[src/rtl/lut_cfg_pkg.sv]
// Shared definitions for the runtime-loadable LUT neuron.
//   state_e    : load/serve state machine encoding
//   nwords()   : number of config words needed to fill one table
//   TABLE_BITS : table size in bits for the default neuron geometry
package lut_cfg_pkg;

    typedef enum logic [1:0] {
        EMPTY   = 2'd0,
        LOADING = 2'd1,
        COMMIT  = 2'd2,
        READY   = 2'd3
    } state_e;

    function automatic int nwords(input int in_bits, input int out_bits, input int load_w);
        return ((1 << in_bits) * out_bits) / load_w;
    endfunction

    localparam int TABLE_BITS = (1 << 8) * 1;

endpackage

[src/rtl/lut_table_ram.sv]
// Distributed table storage for one LUT neuron.
//   clk, rst : clock; rst only clears the read register, never the contents
//   wr_en    : write one config word
//   wr_addr  : config word index
//   wr_data  : config word
//   rd_en    : perform a lookup this cycle
//   rd_addr  : table entry index
//   rd_data  : registered table entry, holds when rd_en is low
module lut_table_ram #(
    parameter int IN_BITS  = 8,
    parameter int OUT_BITS = 1,
    parameter int LOAD_W   = 32,
    parameter int WA       = 3
) (
    input  logic                clk,
    input  logic                rst,
    input  logic                wr_en,
    input  logic [WA-1:0]       wr_addr,
    input  logic [LOAD_W-1:0]   wr_data,
    input  logic                rd_en,
    input  logic [IN_BITS-1:0]  rd_addr,
    output logic [OUT_BITS-1:0] rd_data
);
    localparam int TBITS = (1 << IN_BITS) * OUT_BITS;

    (* ram_style = "distributed" *) logic [TBITS-1:0] r_mem;
    logic [OUT_BITS-1:0] r_rd;

    always_ff @(posedge clk) begin
        if (wr_en) begin
            r_mem[int'(wr_addr) * LOAD_W +: LOAD_W] <= wr_data;
        end
    end

    // Read samples the pre-write contents when a write lands on the same edge.
    always_ff @(posedge clk) begin
        if (rst) begin
            r_rd <= '0;
        end else if (rd_en) begin
            r_rd <= r_mem[int'(rd_addr) * OUT_BITS +: OUT_BITS];
        end
    end

    assign rd_data = r_rd;

endmodule

[src/rtl/lut_neuron_cfg_writer.sv]
// Runtime-programmable LUT neuron: loads a truth table from a serialized
// valid/ready word stream, then serves registered lookups M0 -> M1.
//   clk, rst   : clock, synchronous active-high reset
//   cfg_valid  : config word valid
//   cfg_ready  : writer accepts a word (registered)
//   cfg_data   : config word, word k carries table bits [k*LOAD_W +: LOAD_W]
//   cfg_last   : final word of a table
//   cfg_done   : table loaded, lookups enabled
//   cfg_err    : sticky framing error, cleared by a successful commit
//   in_valid   : lookup request
//   M0         : lookup index
//   out_valid  : M1 valid, one cycle after the request
//   M1         : table[M0]
module lut_neuron_cfg_writer
    import lut_cfg_pkg::*;
#(
    parameter int IN_BITS  = 8,
    parameter int OUT_BITS = 1,
    parameter int LOAD_W   = 32
) (
    input  logic                clk,
    input  logic                rst,
    input  logic                cfg_valid,
    output logic                cfg_ready,
    input  logic [LOAD_W-1:0]   cfg_data,
    input  logic                cfg_last,
    output logic                cfg_done,
    output logic                cfg_err,
    input  logic                in_valid,
    input  logic [IN_BITS-1:0]  M0,
    output logic                out_valid,
    output logic [OUT_BITS-1:0] M1
);
    localparam int TBITS  = (1 << IN_BITS) * OUT_BITS;
    localparam int NWORDS = nwords(IN_BITS, OUT_BITS, LOAD_W);
    localparam int CNT_W  = $clog2(NWORDS) + 1;
    localparam int WA     = (NWORDS > 1) ? $clog2(NWORDS) : 1;
    localparam logic [CNT_W-1:0] LAST_IDX = CNT_W'(NWORDS - 1);

    generate
        if ((TBITS % LOAD_W) != 0 || NWORDS < 1) begin : g_bad_geometry
            $error("table bits must be a non-zero multiple of LOAD_W");
        end
    endgenerate

    state_e           r_state;
    logic [CNT_W-1:0] r_cnt;
    logic             r_cfg_ready;
    logic             r_cfg_done;
    logic             r_cfg_err;
    logic             r_out_valid;

    logic             w_xfer;
    logic [WA-1:0]    w_wr_addr;
    logic             w_rd_en;

    assign w_xfer    = cfg_valid && r_cfg_ready;
    // Outside LOADING every accepted word is the first word of a table.
    assign w_wr_addr = (r_state == LOADING) ? r_cnt[WA-1:0] : '0;
    assign w_rd_en   = in_valid && r_cfg_done;

    always_ff @(posedge clk) begin
        if (rst) begin
            r_state     <= EMPTY;
            r_cnt       <= '0;
            r_cfg_ready <= 1'b0;
            r_cfg_done  <= 1'b0;
            r_cfg_err   <= 1'b0;
        end else begin
            r_cfg_ready <= 1'b1;
            case (r_state)
                EMPTY, READY: begin
                    if (w_xfer) begin
                        r_cfg_done <= 1'b0;
                        if (NWORDS == 1) begin
                            if (cfg_last) begin
                                r_state     <= COMMIT;
                                r_cfg_ready <= 1'b0;
                            end else begin
                                r_cfg_err <= 1'b1;
                                r_state   <= EMPTY;
                            end
                            r_cnt <= '0;
                        end else if (cfg_last) begin
                            r_cfg_err <= 1'b1;
                            r_state   <= EMPTY;
                            r_cnt     <= '0;
                        end else begin
                            r_cnt   <= CNT_W'(1);
                            r_state <= LOADING;
                        end
                    end
                end
                LOADING: begin
                    if (w_xfer) begin
                        if (r_cnt == LAST_IDX) begin
                            if (cfg_last) begin
                                r_state     <= COMMIT;
                                r_cfg_ready <= 1'b0;
                            end else begin
                                r_cfg_err <= 1'b1;
                                r_state   <= EMPTY;
                            end
                            r_cnt <= '0;
                        end else if (cfg_last) begin
                            r_cfg_err <= 1'b1;
                            r_state   <= EMPTY;
                            r_cnt     <= '0;
                        end else begin
                            r_cnt <= r_cnt + CNT_W'(1);
                        end
                    end
                end
                COMMIT: begin
                    r_state    <= READY;
                    r_cfg_done <= 1'b1;
                    r_cfg_err  <= 1'b0;
                    r_cnt      <= '0;
                end
                default: begin
                    r_state <= EMPTY;
                    r_cnt   <= '0;
                end
            endcase
        end
    end

    always_ff @(posedge clk) begin
        if (rst) begin
            r_out_valid <= 1'b0;
        end else begin
            r_out_valid <= w_rd_en;
        end
    end

    lut_table_ram #(
        .IN_BITS (IN_BITS),
        .OUT_BITS(OUT_BITS),
        .LOAD_W  (LOAD_W),
        .WA      (WA)
    ) u_table (
        .clk    (clk),
        .rst    (rst),
        .wr_en  (w_xfer),
        .wr_addr(w_wr_addr),
        .wr_data(cfg_data),
        .rd_en  (w_rd_en),
        .rd_addr(M0),
        .rd_data(M1)
    );

    assign cfg_ready = r_cfg_ready;
    assign cfg_done  = r_cfg_done;
    assign cfg_err   = r_cfg_err;
    assign out_valid = r_out_valid;

endmodule

[config.mk]
export PLATFORM = sky130hd
export DESIGN_NAME = lut_neuron_cfg_writer
export DESIGN_NICKNAME = d
export VERILOG_FILES = /design/src/rtl/lut_cfg_pkg.sv /design/src/rtl/lut_table_ram.sv /design/src/rtl/lut_neuron_cfg_writer.sv
export SDC_FILE = /design/constraint.sdc
export NUM_CORES = 1
export LEC_CHECK = 0
export CAP_MARGIN = 20
export CORE_UTILIZATION = 30
export DETAILED_ROUTE_END_ITERATION = 6
export SYNTH_ARGS = -nofsm -noshare
export SYNTH_HDL_FRONTEND = slang
export SYNTH_HIERARCHICAL = 1
export SYNTH_SLANG_ARGS = --single-unit
[constraint.sdc]
create_clock -name clk -period 5.5 [get_ports clk]
set_input_delay 1.1 -clock clk [delete_from_list [all_inputs] [get_ports clk]]
set_output_delay 1.1 -clock clk [all_outputs]
set_load 0.02 [all_outputs]
Figure 1. Sequential cells grouped by signal name.
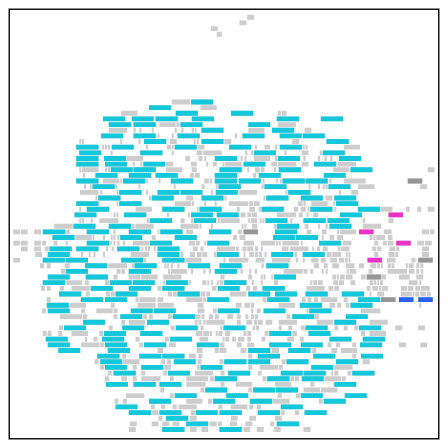
| color | netlist name | flops |
|---|---|---|
| magenta | r_cnt | 4 |
| blue | r_state | 2 |
| cyan | u_table/r_mem | 256 |
not colored: 5
post-layout util: 35.2%
Seq/total area: 54.8%

Figure 2. Cell placement.
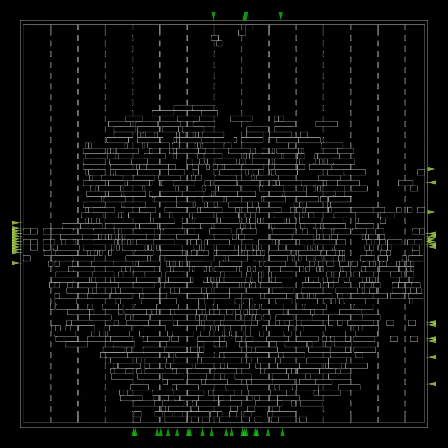
final std cells w/o fill: 1480
n_taps: 532
flop count: 267
Rows: 74
Fill cells: 3968

==> results_dict.tcl <==
# flow metrics
set metrics [dict create \
    outcome "finished, final reports clean" \
    hold_viol_final 0 \
    final_cell_mix "256 x edfxtp_1, 139 x nor2_1, 135 x and2_1" \
    r2r_setup_slack_ps 1350 \
    use_met1_pct 17.9 \
    portBuffers 49 \
    grt_max_degree 55 \
    fin_ws_ps 1350 \
    synthAoiAreaFrac_pct 4.88 \
    flop_cell "edfxtp_1" \
    met3_usage_pct 2.11 \
    placed_area_mm2 0.0135 \
    grt_overflow 0 \
    xor_share_pct 0 \
    buf_share_pct 4.56 \
    reg2reg_from "r_state[1]" \
    fin_crit_sh_pct 75.5 \
    slowest_stage "or2_2" \
    cp-startpoint "r_state[1]" \
    cp-end-kind "flop" \
    startpoint_type "flop" \
    period_needed_ps 4150 \
    cts_tree "built" \
    synth_warnings 6 \
    synthCells 884 \
    antenna_found_initial 0 \
    n_all_buffers 72 \
    ys.flops 267 \
    cp.depth 13 \
    largest_class "flip-flops and latches" \
    cts_hold_buf 0 \
    ys_sh_adder_pct 0.600 \
    warnings 28 \
    clkbuf_count 32 \
    core_area_mm2 0.0409 \
    power_mw 4.46 \
]
Figure 3. Clock network drawn from the DEF.
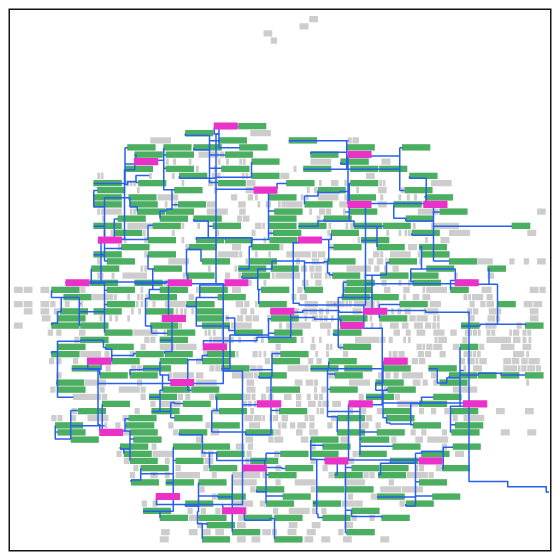
[green] flip-flops | count: 267
[blue] clock wires | length: 3400 um
[magenta] clock drivers | count: 29
routed clock nets: 30
Final Skew: 23.3 ps
Clk pwr share: 43.2%
later-pin clock latency in the skew report: 570 ps

Figure 4. Metal 4.
Scale bar: 50 um. Supply wires on this layer in gray.
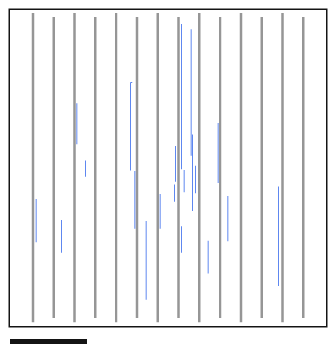
share of all routed wire: 2.5%
nets with wire on the layer: 13
wire length on this layer: 718 um
main direction: vertical
Routed WL: 28800 um
vias after detailed routing: 7267

cell usage after synthesis, types with 5 or more instances:
cell	n
ha_1	6
nand3_1	8
dfxtp_1	11
nor3_1	7
a22o_1	9
mux4_1	10
a211oi_1	6
nor2_1	144
mux4_2	46
and2_1	135
clkbuf_1	34
mux2i_1	22
nor2b_1	8
nand2_1	45
edfxtp_1	256
clkbuf_8	7
a31oi_1	6
buf_2	7
o221ai_1	5
inv_1	9
nand3b_1	6
buf_6	8
a21oi_1	16
flip-flops by register name, summed over array words and instances (netlist names):
signal,cells
u_table/rd_data,1
r_cnt,4
cfg_err,1
cfg_ready,1
u_table/r_mem,256
cfg_done,1
r_state,2
out_valid,1
Power is estimated from default activity; no workload was simulated.
